File: config.mk
export PLATFORM = sky130hd
export DESIGN_NAME = sqrt_iter_unit
export DESIGN_NICKNAME = d
export VERILOG_FILES = /design/src/rtl/sqrt_iter_unit.sv
export SDC_FILE = /design/constraint.sdc
export NUM_CORES = 1
export LEC_CHECK = 0
export CORE_UTILIZATION = 35
export CTS_CLUSTER_SIZE = 40
export DETAILED_ROUTE_END_ITERATION = 12
export GPL_TIMING_DRIVEN = 0
export PLACE_DENSITY_LB_ADDON = 0.25
export SYNTH_ARGS = -nofsm -noshare
export SYNTH_HDL_FRONTEND = slang
export SYNTH_SLANG_ARGS = --single-unit
export TNS_END_PERCENT = 50
File: constraint.sdc
create_clock -name clk -period 2.2 [get_ports clk]
set_input_delay 0.55 -clock clk [delete_from_list [all_inputs] [get_ports clk]]
set_output_delay 0.55 -clock clk [all_outputs]
set_load 0.01 [all_outputs]
File: src/rtl/sqrt_iter_unit.sv
// Restoring digit-by-digit integer square root, one root bit per cycle, go/done handshake.
// Define SQRT_REM_EN to add the registered remainder output rem.
module sqrt_iter_unit #(
    parameter int WIDTH = 16,
    localparam int N = WIDTH / 2,
    localparam int CW = $clog2(N + 1)
) (
    input  logic             clk,
    input  logic             clr_n,
    input  logic             go,
    input  logic [WIDTH-1:0] din,
    output logic             busy,
    output logic             done,
    output logic [N-1:0]     root
`ifdef SQRT_REM_EN
,   output logic [N:0]       rem
`endif
);

    typedef enum logic [1:0] {
        IDLE = 2'd0,
        CALC = 2'd1,
        DONE = 2'd2
    } state_t;

    state_t state, state_nxt;

    logic [WIDTH-1:0] rad;
    logic [N+1:0]     acc;
    logic [N-1:0]     proot;
    logic [CW-1:0]    cnt;

    logic [N+3:0]     t;
    logic             ge;
    logic [N+1:0]     acc_nxt;
    logic [N-1:0]     proot_nxt;

    // Full-width compare; the subtraction only needs N+2 bits since the
    // difference is bounded by 2*root when the trial succeeds.
    always_comb begin
        t         = {acc, rad[WIDTH-1:WIDTH-2]};
        ge        = (t >= {2'b00, proot, 2'b01});
        acc_nxt   = ge ? (t[N+1:0] - {proot, 2'b01}) : t[N+1:0];
        proot_nxt = {proot[N-2:0], ge};
    end

    always_ff @(posedge clk) begin
        if (!clr_n) state <= IDLE;
        else        state <= state_nxt;
    end

    always_comb begin
        state_nxt = state;
        case (state)
            IDLE:    if (go) state_nxt = CALC;
            CALC:    if (cnt == CW'(1)) state_nxt = DONE;
            DONE:    state_nxt = IDLE;
            default: state_nxt = IDLE;
        endcase
    end

    always_ff @(posedge clk) begin
        if (!clr_n) begin
            rad   <= '0;
            acc   <= '0;
            proot <= '0;
            cnt   <= '0;
            root  <= '0;
`ifdef SQRT_REM_EN
            rem   <= '0;
`endif
        end else begin
            case (state)
                IDLE: begin
                    if (go) begin
                        rad   <= din;
                        acc   <= '0;
                        proot <= '0;
                        cnt   <= CW'(N);
                    end
                end
                CALC: begin
                    acc   <= acc_nxt;
                    proot <= proot_nxt;
                    rad   <= {rad[WIDTH-3:0], 2'b00};
                    cnt   <= cnt - CW'(1);
                    if (cnt == CW'(1)) begin
                        root <= proot_nxt;
`ifdef SQRT_REM_EN
                        rem  <= acc_nxt[N:0];
`endif
                    end
                end
                default: ;
            endcase
        end
    end

    assign busy = (state != IDLE);
    assign done = (state == DONE);

endmodule

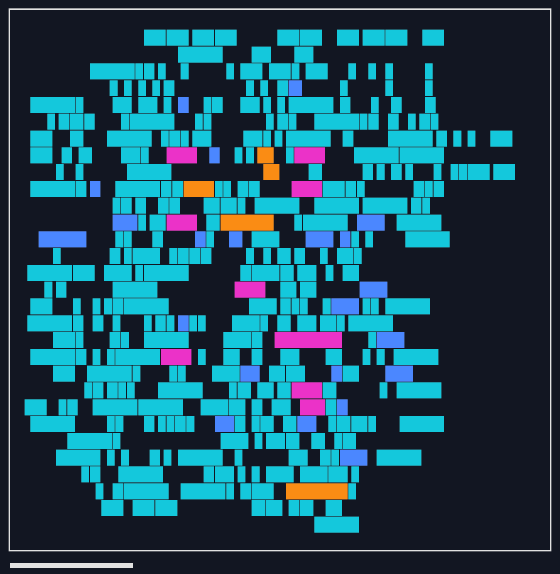
Figure 1: drive-strength map.
Scale bar: 20 µm.
x2 -> blue  # cells 22, most used o211ai_2
x3 and x4 -> orange  # cells 5, most used buf_4
x1 and smaller -> cyan  # cells 332, most used nor2_1
x6 and larger -> magenta  # cells 9, most used clkbuf_8
number of non-clock buffers: 43
Layout Cell Area excl Fill: 3090 µm²

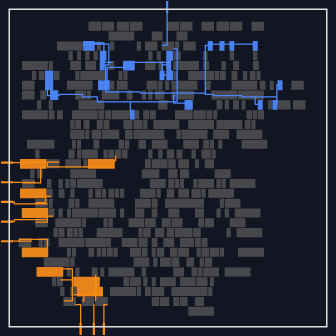
Figure 2: I/O nets highlighted.
`go` -> blue  # bits 1, direction input, end cells 24, buffers 3, wire 237 µm
`root` -> orange  # bits 8, direction output, end cells 8, buffers 8, wire 156 µm
I/O Buffers: 28
I/O pin total: 29

==> flow_metrics.tcl <==
# implementation run metrics
set metrics [dict create \
    core_area_um2 6910 \
    wirelength_mm 5.81 \
    largest_net_degree_at_the_start_of_global_routing 15 \
    drc 0 \
    slew_viol_final 0 \
    tritoncts "built" \
    die-area_um2 7650 \
    route.met2.wl_mm 2.42 \
    drt_first_pass_iters 4 \
    clock_path_buffers 2 \
    placedInstanceArea_um2 2960 \
    first_pass_grt_wire_length_mm 9.69 \
    leakage_nw 1.20 \
    vias 2292 \
    yosys-top-cells-count "59 x sky130_fd_sc_hd__nor2_1, 51 x sky130_fd_sc_hd__nand2_1, 48 x sky130_fd_sc_hd__dfxtp_1" \
    setup-tns-final_ns 0 \
    cp.required_ns 2.42 \
    endpoint_kind "flip-flop" \
    chipHeight_um 87.5 \
    seq_area_frac_synth_pct 37.6 \
    m1WireLength_mm 3.12 \
    synth_nets 365 \
    chipWidth_um 87.5 \
    clk-insertion-delay-late_ns 0.31 \
    rsz0062_at_grt "no" \
    synth_adder_area_share_pct 5.87 \
    detailroute.wirelength.met3_um 183 \
    synth.area.mux_share_pct 0.832 \
    mostFrequentLayoutCell "sky130_fd_sc_hd__nor2_1" \
    clkTransAtPathRegs_ns 0.09 \
    critical_path.max_fanout 10 \
    grt_antenna_before_repair 0 \
    postLayoutSetupSlackWorst_ns 0.104 \
    synthXorXnorAreaFrac_pct 2.40 \
    fin_nets 398 \
    topCombFamilyByArea "AND-OR/OR-AND gates" \
    grt_pass1_vias 2051 \
    synth.largest_area_cell "sky130_fd_sc_hd__dfxtp_1" \
    enable_flop_cells 0 \
    place.detailed.hpwl_mm 4.27 \
    min_period_over_period_pct 95.3 \
    layout_cells_sized_above_1_pct 9.78 \
    setup.reg_to_reg.worst_slack_ns 0.23 \
    worst-endpoint-arrival_ns 2.31 \
    vdd_ir_drop_max_mv 0.428 \
    ys_warn_count 0 \
    setup_viol 0 \
    timing.hold.worst.class "flip-flop to flip-flop" \
    topCellsByArea "sky130_fd_sc_hd__dfxtp_1 38%, sky130_fd_sc_hd__nor2_1 8.7%, sky130_fd_sc_hd__nand2_1 7.5%" \
    final_layout_top_logic_cells "59 x sky130_fd_sc_hd__nor2_1, 51 x sky130_fd_sc_hd__nand2_1, 46 x sky130_fd_sc_hd__dfxtp_1" \
    critPathLaunch "go" \
    number_of_cells_in_yosys_stat 334 \
    global_route.usage.met3_pct 2.94 \
    cts_hold_buf 0 \
    cts.root.buffer_cell "sky130_fd_sc_hd__clkbuf_8" \
    status "completed" \
    cts_resized 10 \
    vias_per_cell 4.94 \
    ys_chip_area_um2 2560 \
    htree_levels 2 \
    grt_overflow 0 \
    warnings 28 \
    worstHoldStart "proot[0]" \
    globalRouteMet2Util_pct 24.3 \
    hold_path_endpoint "proot[0]" \
    critical_path.slowest_cell "sky130_fd_sc_hd__clkdlybuf4s50_1" \
    ff_type "sky130_fd_sc_hd__dfxtp_1" \
    regToRegEndpoint "acc[6]" \
    critical_path.cell_chain "clkdlybuf4s50_1 > nor2_1 > o21a_1 > buf_2 > clkbuf_1 > nand2_1 > o21ai_0" \
    synth.lib_cells_used.distinct 44 \
    timing.max_slew.rel_slack_pct 68.7 \
    simple_gate_area_share_pct 23.3 \
    detail_route.iter0.violations 123 \
    row_cnt 30 \
    cpLargestDelayFamily "buffers and inverters" \
    max_cap_violations 0 \
    finClkSkew_ns 0.00988 \
    fin_cells 464 \
    critical_path_depth 7 \
    number_of_endpoints_with_negative_hold_slack_in_the_final_report 0 \
    top_layer "met4" \
    power_density_nw_per_um2 1050 \
    area_growth_syn_to_layout_pct 20.8 \
    cts.repair_timing.setup_buffer_count 0 \
    hold_slack_ns 0.455 \
    post-route-min-period_ns 2.10 \
    tightestPinTransition_ns 0.466 \
    use_met1_pct 23.6 \
    criticalPathCategory "primary input to flip-flop" \
    post-synth-top-area-fraction_pct 37.6 \
    mappedNetlistArea_um2 2560 \
    timing.critical_path.buf_inv 3 \
    initial_core_utilization_pct 37.0 \
    setup.worst_path.start_class "primary input" \
    routedWlPerCell_um 12.5 \
    postRouteAntennaNets 0 \
    dp_worst_setup_slack_ns -0.201 \
    crit_end "proot[5]" \
    yosys_register_bits 48 \
    utilization_pct 44.7 \
    crit_path_max_incr_delay_ns 0.53 \
    postSynthAreaPerCell_um2 7.65 \
    gr-usage-all-layers_pct 16.3 \
    timing.hold.worst_path_depth 2 \
    n_antenna_cell 0 \
    synthCells 334 \
    yosys.area_share.aoi_pct 24.7 \
    ys_async_sr_fraction_pct 0 \
    design_power_total_mw 3.23 \
    ff2ff_path_depth 7 \
    fillCellCount 739 \
    globalplace.congestion 0.880 \
    synthMostInstantiatedCell "sky130_fd_sc_hd__nor2_1" \
    max_freq_ghz 0.477 \
    rr_startpoint "proot[1]" \
]
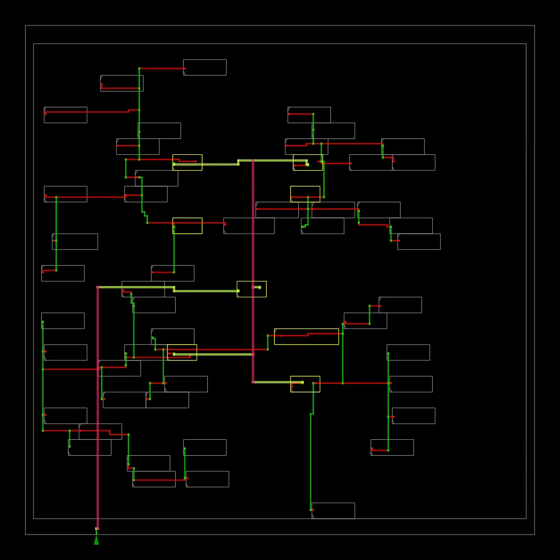
Figure 3: clock routing.
number of clock sinks seen by CTS: 48
Layout clock buffers: 7
number of CTS-inserted buffers: 5

==> power breakdown <==
part	switching [mW]	internal [mW]
clock network	0.298	0.401
registers	0.0925	0.969
logic	0.853	0.618
total	1.24	1.99
==> final cells by class <==
| cell class | count | area [µm²] | area share, % |
|---|---|---|---|
| Clock inverter | 1 | 30.0 | 0.972 |
| Timing Repair Buffer | 28 | 278 | 9.00 |
| Inverter | 15 | 57.6 | 1.86 |
| Tap cell | 96 | 120 | 3.89 |
| Multi-Input combinational cell | 254 | 1460 | 47.3 |
| Clock buffer | 7 | 96.3 | 3.12 |
| Buffer | 15 | 80.1 | 2.59 |
| Sequential cell | 48 | 966 | 31.3 |
==> sequential cells by signal, indices dropped and copies added, names as in the netlist <==
signal  count
cnt         4
state       2
acc        10
proot       8
root        8
rad        16
Power and IR drop assume default switching activity.
